<file path="config.mk">
export PLATFORM = sky130hd
export DESIGN_NAME = mem_port_arbiter
export DESIGN_NICKNAME = d
export VERILOG_FILES = /design/src/rtl/mem_pkg.sv /design/src/rtl/mem_port_arbiter.sv
export SDC_FILE = /design/constraint.sdc
export NUM_CORES = 1
export LEC_CHECK = 0
export ABC_AREA = 1
export CAP_MARGIN = 20
export CORE_ASPECT_RATIO = 0.5
export CORE_MARGIN = 4
export CORE_UTILIZATION = 38
export DETAILED_ROUTE_END_ITERATION = 10
export PLACE_DENSITY = 0.87
export SYNTH_ARGS = -nofsm -noshare
export SYNTH_HDL_FRONTEND = slang
export SYNTH_SLANG_ARGS = --single-unit
</file>
<file path="constraint.sdc">
create_clock -name clk -period 1.35 [get_ports clk]
set_input_delay 0.2025 -clock clk [delete_from_list [all_inputs] [get_ports clk]]
set_output_delay 0.2025 -clock clk [all_outputs]
set_load 0.05 [all_outputs]
</file>
<file path="src/rtl/mem_pkg.sv">
// mem_pkg: shared constants for the data-memory port arbiter.
// Access-size codes, FSM state encoding and transaction owner encoding.
package mem_pkg;

    localparam logic [1:0] SZ_WORD = 2'b00;
    localparam logic [1:0] SZ_HALF = 2'b01;
    localparam logic [1:0] SZ_BYTE = 2'b10;

    localparam logic [1:0] ST_IDLE = 2'd0;
    localparam logic [1:0] ST_BUSY = 2'd1;
    localparam logic [1:0] ST_RESP = 2'd2;

    localparam logic OWN_I = 1'b0;
    localparam logic OWN_D = 1'b1;

endpackage

</file>
<file path="src/rtl/mem_port_arbiter.sv">
// mem_port_arbiter: shares one data-memory port between fetch (I) and MEM (D).
// One transaction at a time, D > I with a bounded D burst, per-txn timeout.
//   clk, rst_n          : clock, synchronous active-low reset
//   i_mreq/i_addr       : fetch request (word read); i_rdata/i_ack response
//   d_mreq/d_write/d_size/d_addr/d_wdata : data request; d_rdata/d_ack response
//   m_mreq/m_write/m_size/m_addr/m_wdata : registered memory request
//   m_rdata/m_ready     : memory response; m_err sticky timeout flag
module mem_port_arbiter
    import mem_pkg::*;
#(
    parameter int MAX_D_BURST = 4,
    parameter int TIMEOUT     = 255,
    parameter int CNT_W       = 8
) (
    input  logic        clk,
    input  logic        rst_n,
    input  logic        i_mreq,
    input  logic [31:0] i_addr,
    output logic [31:0] i_rdata,
    output logic        i_ack,
    input  logic        d_mreq,
    input  logic        d_write,
    input  logic [1:0]  d_size,
    input  logic [31:0] d_addr,
    input  logic [31:0] d_wdata,
    output logic [31:0] d_rdata,
    output logic        d_ack,
    output logic        m_mreq,
    output logic        m_write,
    output logic [1:0]  m_size,
    output logic [31:0] m_addr,
    output logic [31:0] m_wdata,
    input  logic [31:0] m_rdata,
    input  logic        m_ready,
    output logic        m_err
);

    localparam int BW = $clog2(MAX_D_BURST + 1);
    localparam logic [BW-1:0] BURST_MAX = BW'(MAX_D_BURST);
    localparam logic [CNT_W-1:0] TO_LAST = CNT_W'(TIMEOUT - 1);

    logic [1:0]       state_q, state_d;
    logic             owner_q, owner_d;
    logic [CNT_W-1:0] tcnt_q, tcnt_d;
    logic [BW-1:0]    burst_q, burst_d;
    logic             m_mreq_q, m_mreq_d;
    logic             m_write_q, m_write_d;
    logic [1:0]       m_size_q, m_size_d;
    logic [31:0]      m_addr_q, m_addr_d;
    logic [31:0]      m_wdata_q, m_wdata_d;
    logic             m_err_q, m_err_d;
    logic             i_ack_q, i_ack_d;
    logic             d_ack_q, d_ack_d;
    logic [31:0]      i_rdata_q, i_rdata_d;
    logic [31:0]      d_rdata_q, d_rdata_d;

    logic        win_d;
    logic        win_i;
    logic        tmo;
    logic [31:0] rd;

    // Grant and burst tracking: D wins unless I has waited out a full burst.
    always_comb begin
        win_d   = 1'b0;
        win_i   = 1'b0;
        burst_d = burst_q;
        if (state_q == ST_IDLE) begin
            if (d_mreq && !(i_mreq && burst_q == BURST_MAX)) begin
                win_d = 1'b1;
                if (!i_mreq) begin
                    burst_d = '0;
                end else if (burst_q != BURST_MAX) begin
                    burst_d = burst_q + 1'b1;
                end
            end else if (i_mreq) begin
                win_i   = 1'b1;
                burst_d = '0;
            end
        end
    end

    always_comb begin
        state_d   = state_q;
        owner_d   = owner_q;
        tcnt_d    = tcnt_q;
        m_mreq_d  = m_mreq_q;
        m_write_d = m_write_q;
        m_size_d  = m_size_q;
        m_addr_d  = m_addr_q;
        m_wdata_d = m_wdata_q;
        m_err_d   = m_err_q;
        i_ack_d   = i_ack_q;
        d_ack_d   = d_ack_q;
        i_rdata_d = i_rdata_q;
        d_rdata_d = d_rdata_q;
        tmo       = 1'b0;
        rd        = '0;
        unique case (state_q)
            ST_IDLE: begin
                if (win_d || win_i) begin
                    state_d  = ST_BUSY;
                    owner_d  = win_d ? OWN_D : OWN_I;
                    tcnt_d   = '0;
                    m_mreq_d = 1'b1;
                    if (win_d) begin
                        m_write_d = d_write;
                        m_size_d  = d_size;
                        m_addr_d  = d_addr;
                        m_wdata_d = d_wdata;
                    end else begin
                        m_write_d = 1'b0;
                        m_size_d  = SZ_WORD;
                        m_addr_d  = i_addr;
                        m_wdata_d = '0;
                    end
                end
            end
            ST_BUSY: begin
                tmo = !m_ready && (tcnt_q == TO_LAST);
                if (m_ready || tmo) begin
                    // Stores and timed-out loads return zero data.
                    rd       = (m_ready && !m_write_q) ? m_rdata : '0;
                    m_mreq_d = 1'b0;
                    m_err_d  = m_err_q | tmo;
                    state_d  = ST_RESP;
                    if (owner_q == OWN_D) begin
                        d_ack_d   = 1'b1;
                        d_rdata_d = rd;
                    end else begin
                        i_ack_d   = 1'b1;
                        i_rdata_d = rd;
                    end
                end else begin
                    tcnt_d = tcnt_q + 1'b1;
                end
            end
            ST_RESP: begin
                i_ack_d = 1'b0;
                d_ack_d = 1'b0;
                state_d = ST_IDLE;
            end
            default: begin
                state_d = ST_IDLE;
            end
        endcase
    end

    always_ff @(posedge clk) begin
        if (!rst_n) begin
            state_q   <= ST_IDLE;
            owner_q   <= OWN_I;
            tcnt_q    <= '0;
            burst_q   <= '0;
            m_mreq_q  <= 1'b0;
            m_write_q <= 1'b0;
            m_size_q  <= '0;
            m_addr_q  <= '0;
            m_wdata_q <= '0;
            m_err_q   <= 1'b0;
            i_ack_q   <= 1'b0;
            d_ack_q   <= 1'b0;
            i_rdata_q <= '0;
            d_rdata_q <= '0;
        end else begin
            state_q   <= state_d;
            owner_q   <= owner_d;
            tcnt_q    <= tcnt_d;
            burst_q   <= burst_d;
            m_mreq_q  <= m_mreq_d;
            m_write_q <= m_write_d;
            m_size_q  <= m_size_d;
            m_addr_q  <= m_addr_d;
            m_wdata_q <= m_wdata_d;
            m_err_q   <= m_err_d;
            i_ack_q   <= i_ack_d;
            d_ack_q   <= d_ack_d;
            i_rdata_q <= i_rdata_d;
            d_rdata_q <= d_rdata_d;
        end
    end

    assign m_mreq  = m_mreq_q;
    assign m_write = m_write_q;
    assign m_size  = m_size_q;
    assign m_addr  = m_addr_q;
    assign m_wdata = m_wdata_q;
    assign m_err   = m_err_q;
    assign i_ack   = i_ack_q;
    assign d_ack   = d_ack_q;
    assign i_rdata = i_rdata_q;
    assign d_rdata = d_rdata_q;

endmodule

</file>
Fig. 1: run 1, M1 wires
Bar = 50 um.
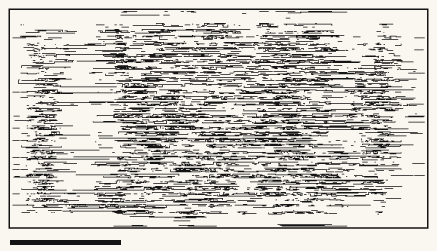
1161 nets have wire on it. The layer carries 11700 um of wire. The layer holds 33% of the routed length.
Routed WL: 35230 um
met1 Use GR: 31.21%
routed vias: 8327

Fig. 2: run 1, met2 routing
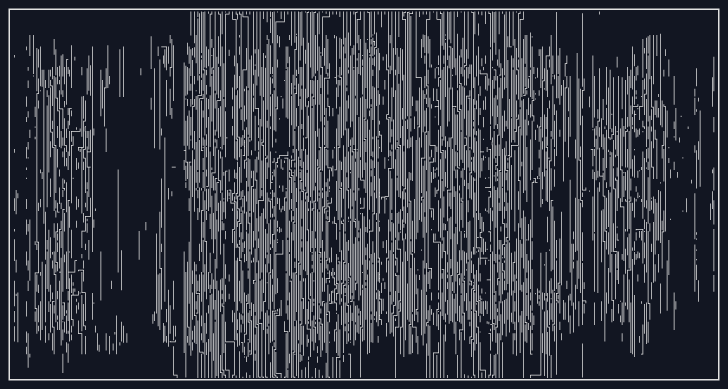
1183 nets have wire on it. The wires run mostly vertical.
Global Route met2 Usage: 52.46%

==> flow_summary_export.csv, run 1 <==
group,metric,value,unit
placed_design,dpl_cell_area,10600,um^2
worst_setup_path,r2r-start,"tcnt_q[0]",
placed_design,port_buffers,270,
drt,via_per_inst,5.939,
yosys,syn_inst,839,
global_routing,grt_pass1_wl,43600,um
worst_setup_path,path_max_fanout,9,
status,status,"complete, but fails checks",
clock_network,clock_latency,0.42,ns
timing,slew_headroom,59.60,%
yosys,synth.distinct_cells,25,
cells_and_area,final_area,13100,um^2
yosys,post-synth-top-area-cell,"dfxtp_1",
timing,fin_ws,-0.5735,ns
timing,fmax,0.5199,GHz
timing,setup_viol,148,
cells_and_area,fin_cells,1402,
run,maxCapViolCount,0,
min_path,min_path_type,"in2reg",
clock_network,cts_buffer_depth,2,
global_routing,grt_pass1_vias,7909,
clock_network,clock-sinks,149,
clock_network,cts_tree,"done",
worst_setup_path,slowest_stage,"dfxtp_2",
clock_network,htree_num_levels,4,
yosys,synthTopCellsByArea,"dfxtp_1 (48%), nand2_1 (16%), nand4_1 (6.6%)",
placed_design,dp_hpwl,16350,um
status,failed_checks,"setup timing",
worst_setup_path,rr_endpoint,"i_rdata[28]",
Fig. 3: run 1, M3 wires
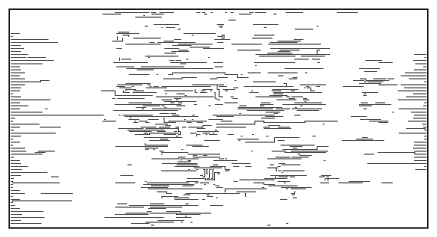
The layer carries 3950 um of wire. 369 nets have wire on it. The wires run mostly horizontal. The layer holds 11% of the routed length.
Global Route met3 Usage: 7.143%

## run 1: worst min path at each step
stage,from,cells after the start,slack (ns),to
after floorplan,d_size[0],2,0.33,m_size[0]
after global placement,m_err,2,0.47,m_err
after detailed placement,m_addr[25],2,0.48,m_addr[25]
after CTS,d_wdata[24],3,0.35,m_wdata[24]
after global routing,d_wdata[24],3,0.36,m_wdata[24]
final,d_wdata[3],3,0.37,m_wdata[3]
## run 1: power breakdown
| group | switching, mW | total [mW] | internal [mW] |
|---|---|---|---|
| clock | 2.08 | 4.85 | 2.77 |
| sequential | 0.276 | 4.89 | 4.62 |
| combinational | 2.07 | 3.90 | 1.84 |
## run 1: cell usage in the layout, fill, tap and decap left out, types with 3 or more instances in the layout
master and count:
a21oi_4 3, nand2_4 28, nand2_1 197, buf_6 16, clkdlybuf4s50_1 134, nand3_2 14
buf_12 149, clkinv_2 4, inv_1 72, nand2_8 4, nand2_2 31, nor2_2 5
nor2_4 9, clkbuf_16 25, dfxtp_1 142, inv_2 6, ha_4 3, dfxtp_2 6
nand4_1 65, buf_8 4, nand3_4 8, buf_16 12, o211ai_1 31, nor2_1 40
buf_4 47, a21oi_2 44, o21ai_2 3, nand3_1 25, a21oi_1 28
## run 1: metrics by stage
| step | setup WS (ns) | setup TNS (ns) |
|---|---|---|
| after detailed placement | -0.5612 | -57.08 |
| final | -0.5735 | -40.95 |
| after CTS | -0.1938 | -17.23 |
| after global placement | -0.7537 | -60.42 |
| after global routing | -0.5543 | -45.34 |
| after floorplan | -0.01858 | -1.076 |
## run 1: layout make-up
cell class | instances | area [um^2]
flip-flops and latches | 149 | 2994
clock buffers | 19 | 442.9
multi-input cells | 548 | 3423
clock inverters | 12 | 130.1
well taps | 221 | 276.5
inverters | 80 | 307.8
repair buffers | 373 | 5525
fillers | 704 | 2555
## run 1: flip-flops by register name, summed over array words and instances, names as in the netlist
name     count
d_ack        1
d_rdata     32
m_size       2
i_ack        1
burst_q      3
owner_q      1
state_q      2
m_addr      32
tcnt_q       8
m_mreq       1
m_write      1
m_err        1
i_rdata     32
m_wdata     32
## run 1: cell families (layout without fill, tap and decap cells)
logic type	count (synthesis)	in the layout	synth area share (%)
adders and majority gates	4	4	0.8125
AOI/OAI and AO/OA	115	115	10.81
xor gates and xnor gates	1	1	0.1422
buffers and inverters	143	484	9.831
DFF	149	149	48.43
and+or+nand+nor	427	428	29.98
## run 1: worst reg2reg max path, cell delays in order, from the launching register on
cell and delay [ns]:
dfxtp_2 0.35, inv_2 0.09, ha_4 0.15, inv_2 0.05, nor2_4 0.10, nand2_4 0.09
nand2_8 0.10, buf_12 0.16, buf_12 0.13, buf_16 0.14, nand4_1 0.26, a21oi_1 0.23
## run 1: what timing repair did
item,CTS,global route
pin swaps,54,75
setup buffers,18,21
gates resized,110,162
hold buffers,0,0
gates cloned,17,10
hold endpoints to repair,0,0
setup endpoints to repair,148,148
## run 1: Yosys cell counts (all sizes together), types with 2 or more instances
library cell and instances:
nand2 259, nor2 54, nand3 47, dfxtp 149, o211ai 31, nand4 65
buf 45, nor3 2, inv 79, clkbuf 18, ha 4, o21ai 8
a21oi 75
==> run 1 -> run 2 <==
- CORE_UTILIZATION: 38 -> 45
- CTS_CLUSTER_DIAMETER: not set -> 150
- PLACE_DENSITY: 0.87 -> 0.95
- clock period: 1.35 -> 2.4 ns (I/O delays scaled with it)
==> run 2 against run 1 <==
Net effect: the flow now finishes without violations; clock power down 44%; combinational power down 65%; via count down 19%; global-route usage down 5.2 points; sequential power down 45%; worst hold slack better by 0.084 ns; power down 51%; critical path depth down 10; utilization down 10 points; wire length down 42%.
==> flow_summary_export.csv, run 2 <==
group,metric,value,unit
timing,setup_viol,0,
yosys,post-synth-top-area-cell,"dfxtp_1",
global_routing,use_met1,26.32,%
clock_network,postCtsSetupRepairBufs,0,
timing,fmax,0.5120,GHz
timing,slew_headroom,49.75,%
worst_setup_path,path_max_fanout,2,
status,status,"finished, final reports clean",
clock_network,clock-sinks,149,
global_routing,grt_pass1_vias,6740,
yosys,synth.distinct_cells,25,
clock_network,post_cts_resized,0,
cells_and_area,fill_cells,857,
clock_network,htree_num_levels,4,
drt,via_per_inst,5.320,
clock_network,clock_latency,0.41,ns
clock_network,cts_buffer_depth,2,
placed_design,dpl_worst_slack,0.3634,ns
timing,setup_tns,0,ns
yosys,syn_inst,839,
yosys,top_cell,"nand2_1",
yosys,synthTopCellsByArea,"dfxtp_1 (48%), nand2_1 (16%), nand4_1 (6.6%)",
placed_design,dp_hpwl,14190,um
run,maxCapViolCount,0,
worst_setup_path,slowest_stage,"clkdlybuf4s50_1",
clock_network,cts_hold_buf,0,
placed_design,port_buffers,270,
global_routing,gr-usage-met2,44.12,%
yosys,yosys-top-cells-count,"nand2_1 (258), dfxtp_1 (149), inv_1 (77)",
min_path,min_path_type,"reg2reg",
[run 2: worst paths after layout]
check	to	from	cells after the start
setup reg to reg	tcnt_q[1]	tcnt_q[0]	11
setup / recovery	m_addr[29]	m_addr[29]	1
hold reg to reg	m_wdata[11]	m_wdata[11]	2
hold / removal	m_wdata[11]	m_wdata[11]	2
[run 2: metal layers]
layer / part of all wire [%] / vias to the layer above / routed length, um
met2: 51 / 338 / 10340
met3: 7.4 / 60 / 1497
met5: 0 / - / 0
met1: 38 / 3097 / 7737
met4: 3.5 / 0 / 712
li1: - / 3229 / -
[run 2: cells by family (layout without fill, tap and decap cells)]
| family | count (synthesis) | in the layout | share of synthesized area, % |
|---|---|---|---|
| AND-OR/OR-AND | 115 | 115 | 10.81 |
| buffers and inverters | 143 | 398 | 9.831 |
| adder cells (fa/ha/maj) | 4 | 4 | 0.8125 |
| AND/OR/NAND/NOR | 427 | 427 | 29.98 |
| flip-flops | 149 | 149 | 48.43 |
| XOR/XNOR | 1 | 1 | 0.1422 |
[run 2: stage by stage]
stage | hold WS (ns) | util (%) | instances | area, um^2 | power [mW]
floorplan | 0.4675 | - | 839 | 6160 | 3.512
detailed placement | 0.4384 | 68.65 | 1232 | 8942 | 4.086
global placement | 0.4327 | 68.53 | 1231 | 8927 | 4.049
global route | 0.4685 | 73.26 | 1264 | 9543 | 6.980
CTS | 0.4520 | 73.26 | 1264 | 9543 | 6.777
finish | 0.4502 | 73.26 | 1264 | 9543 | 6.744
[run 2: area by class of cell]
type                            instances  area, um^2  share of cell area, %
Sequential cell                       149        2983                  31.26
Timing Repair Buffer                  286        2868                  30.05
Multi-Input combinational cell        547        2579                  27.02
Clock buffer                           21       450.4                  4.720
Inverter                               80       300.3                  3.147
Tap cell                              170       212.7                  2.229
Clock inverter                         11       150.1                  1.573
[run 2: power by group]
group,internal (mW),leakage [nW],total (mW),switching [mW]
clock network,1.67,0.288,2.70,1.02
registers,2.60,1.21,2.67,0.0716
logic,0.512,2.38,1.38,0.867
total,4.78,3.88,6.74,1.96
Fig. 4: run 2, M3 wires
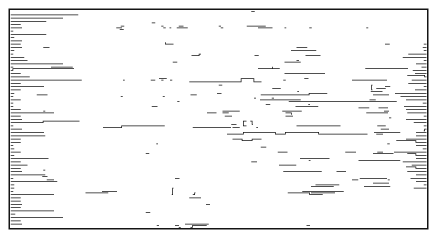
The longest straight run is 44.6 um. 191 nets have wire on it. The wires run mostly horizontal. The layer carries 1500 um of wire. The layer holds 7.4% of the routed length.
routed vias: 6724
Global Route met3 Usage: 6.566%

Fig. 5: run 2, met4 routing
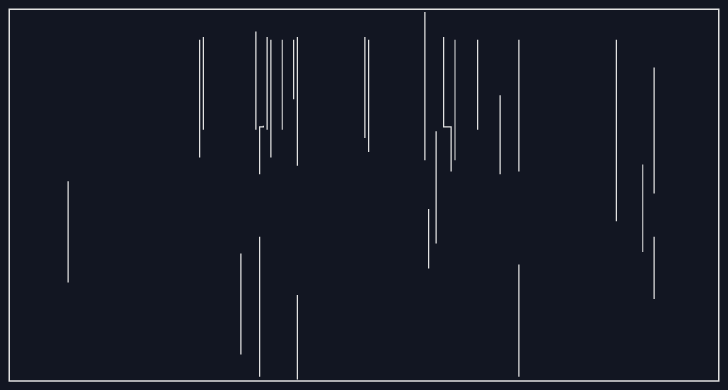
The layer carries 713 um of wire. 28 nets have wire on it. The longest straight run is 44.2 um. The layer holds 3.5% of the routed length.
Routed WL: 20290 um

==> run 2 -> run 3 <==
- CORE_UTILIZATION: 45 -> 42
- PLACE_DENSITY: 0.95 -> 0.9
- clock period: 2.4 -> 2 ns (I/O delays scaled with it)
Fig. 6: run 3, met2 routing
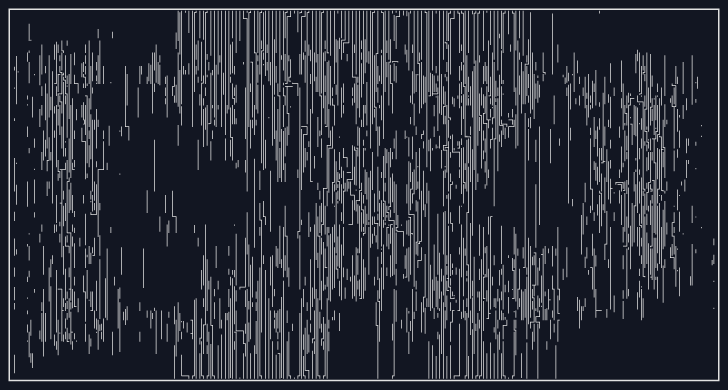
The wires run mostly vertical. 1015 nets have wire on it.
routed vias: 6569
Routed WL: 19930 um

==> run 3 against run 2 <==
Net effect: clock skew about the same; via count shrank 2.3%; final cell count grew 2.3%.
==> flow_summary_export.csv, run 3 <==
group,metric,value,unit
worst_setup_path,endpoint,"d_rdata[30]",
timing,fin_ws,0.08591,ns
run,maxCapViolCount,0,
floorplanning,io_pins,271,
worst_setup_path,slowest_stage,"clkdlybuf4s50_1",
yosys,yosys-top-cells-count,"nand2_1 (258), dfxtp_1 (149), inv_1 (77)",
status,status,"finished, final reports clean",
yosys,synth.distinct_cells,25,
worst_setup_path,r2r-start,"tcnt_q[0]",
worst_setup_path,rr_endpoint,"tcnt_q[1]",
clock_network,htree_num_levels,4,
cells_and_area,syn_to_final_growth,55.96,%
pwr,total_power,8.009,mW
clock_network,clock_latency,0.41,ns
yosys,synthTopCellsByArea,"dfxtp_1 (48%), nand2_1 (16%), nand4_1 (6.6%)",
worst_setup_path,startpoint,"d_rdata[30]",
clock_network,postCtsSetupRepairBufs,0,
timing,slew_headroom,54.36,%
yosys,fp_nets,979,
worst_setup_path,cp.depth,1,
clock_network,cts_hold_buf,0,
timing,fmax,0.5224,GHz
yosys,post-synth-top-area-cell,"dfxtp_1",
worst_setup_path,reg2reg_depth,11,
yosys,syn_inst,839,
worst_setup_path,path_max_fanout,2,
cells_and_area,layout_top_cell,"clkdlybuf4s50_1",
yosys,flop_cell,"dfxtp_1",
placed_design,dp_cells,1261,
yosys,ys_cells,839,
cells_and_area,fin_cells,1293,
placed_design,port_buffers,270,
clock_network,clock-sinks,149,
run,warning_count,28,
timing,rsz0062_at_grt,"no",
worst_setup_path,max_stage_delay,0.86,ns
timing,setup_viol,0,
clock_network,post_cts_resized,0,
cells_and_area,final_util,68.80,%
clock_network,cts_buffer_depth,2,
placed_design,dpl_worst_slack,0.002709,ns
yosys,top_cell,"nand2_1",
placed_design,dp_hpwl,14420,um
Fig. 7: run 3, met4 routing
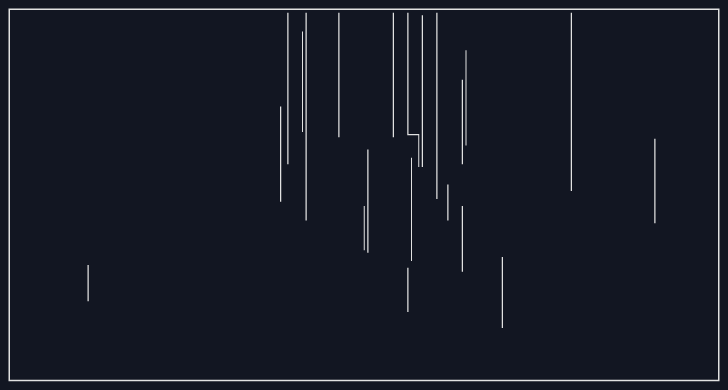
The layer holds 2.8% of the routed length. 20 nets have wire on it. The wires run mostly vertical. The layer carries 564 um of wire.

==> run 3: cell counts after synthesis <==
Identical to the previous run, type by type.
==> run 3: final cells by class <==
| type | instances | area [um^2] |
|---|---|---|
| timing repair buffer | 293 | 2928 |
| inverter | 80 | 300.3 |
| tap | 192 | 240.2 |
| multi-input combinational | 547 | 2579 |
| fill | 1114 | 4357 |
| clock inverter | 11 | 126.4 |
| clock buffer | 21 | 450.4 |
| sequential | 149 | 2983 |
==> run 3: through the flow <==
step | cell area, um^2 | hold WS [ns]
final | 9607 | 0.4487
after global routing | 9607 | 0.4479
after CTS | 9607 | 0.4425
after detailed placement | 9030 | 0.4364
after global placement | 9015 | 0.4350
after floorplan | 6160 | 0.4313
==> run 3: per-layer routing <==
| layer | up-vias | track usage (%) | share of wire [%] |
|---|---|---|---|
| li1 | 3244 | - | - |
| met1 | 3000 | 25.95 | 39 |
| met2 | 281 | 41.29 | 50 |
| met3 | 44 | 5.937 | 7.9 |
| met4 | 0 | 9.563 | 2.8 |
| met5 | - | 0 | 0 |
==> run 3: logic make-up after synthesis <==
group | share of synthesized area, %
AND/OR/NAND/NOR | 29.98
flip-flops | 48.43
buffers and inverters | 9.831
AND-OR/OR-AND | 10.81
adder cells (fa/ha/maj) | 0.8125
XOR/XNOR | 0.1422
==> run 3: worst min-delay path by stage <==
stage                      from     endpoint  slack (ns)  cells after the start
global route        d_wdata[19]  m_wdata[19]        0.45                      3
floorplan             d_size[0]    m_size[0]        0.43                      2
global placement          m_err        m_err        0.44                      2
detailed placement        m_err        m_err        0.44                      2
CTS                 d_wdata[18]  m_wdata[18]        0.44                      3
finish               m_addr[31]   m_addr[31]        0.45                      2
==> run 3: report_power, final <==
group / switching [mW] / total [mW] / internal [mW]
registers: 0.0813 / 3.20 / 3.12
clock network: 1.26 / 3.14 / 1.88
logic: 1.04 / 1.67 / 0.631
total: 2.38 / 8.01 / 5.62

==> notes/layouts.md <==
Pictures saved along the way, in no particular order.

Routing congestion.
panel A
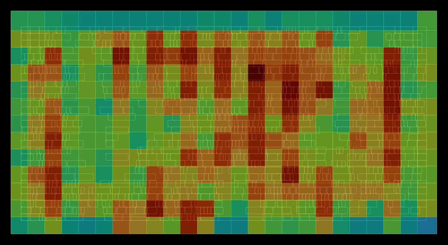
panel B
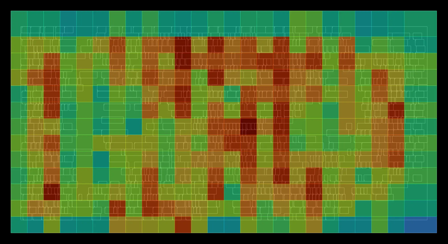
panel C
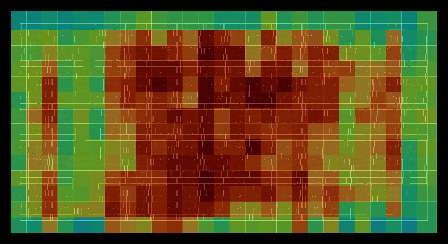
- most wire per cell: panel C
- highest track usage: panel C
For run 3, see panel B.
For run 2, see panel A.
For run 1, see panel C.

Power figures rest on the tool's default switching activity, not on a simulated workload.
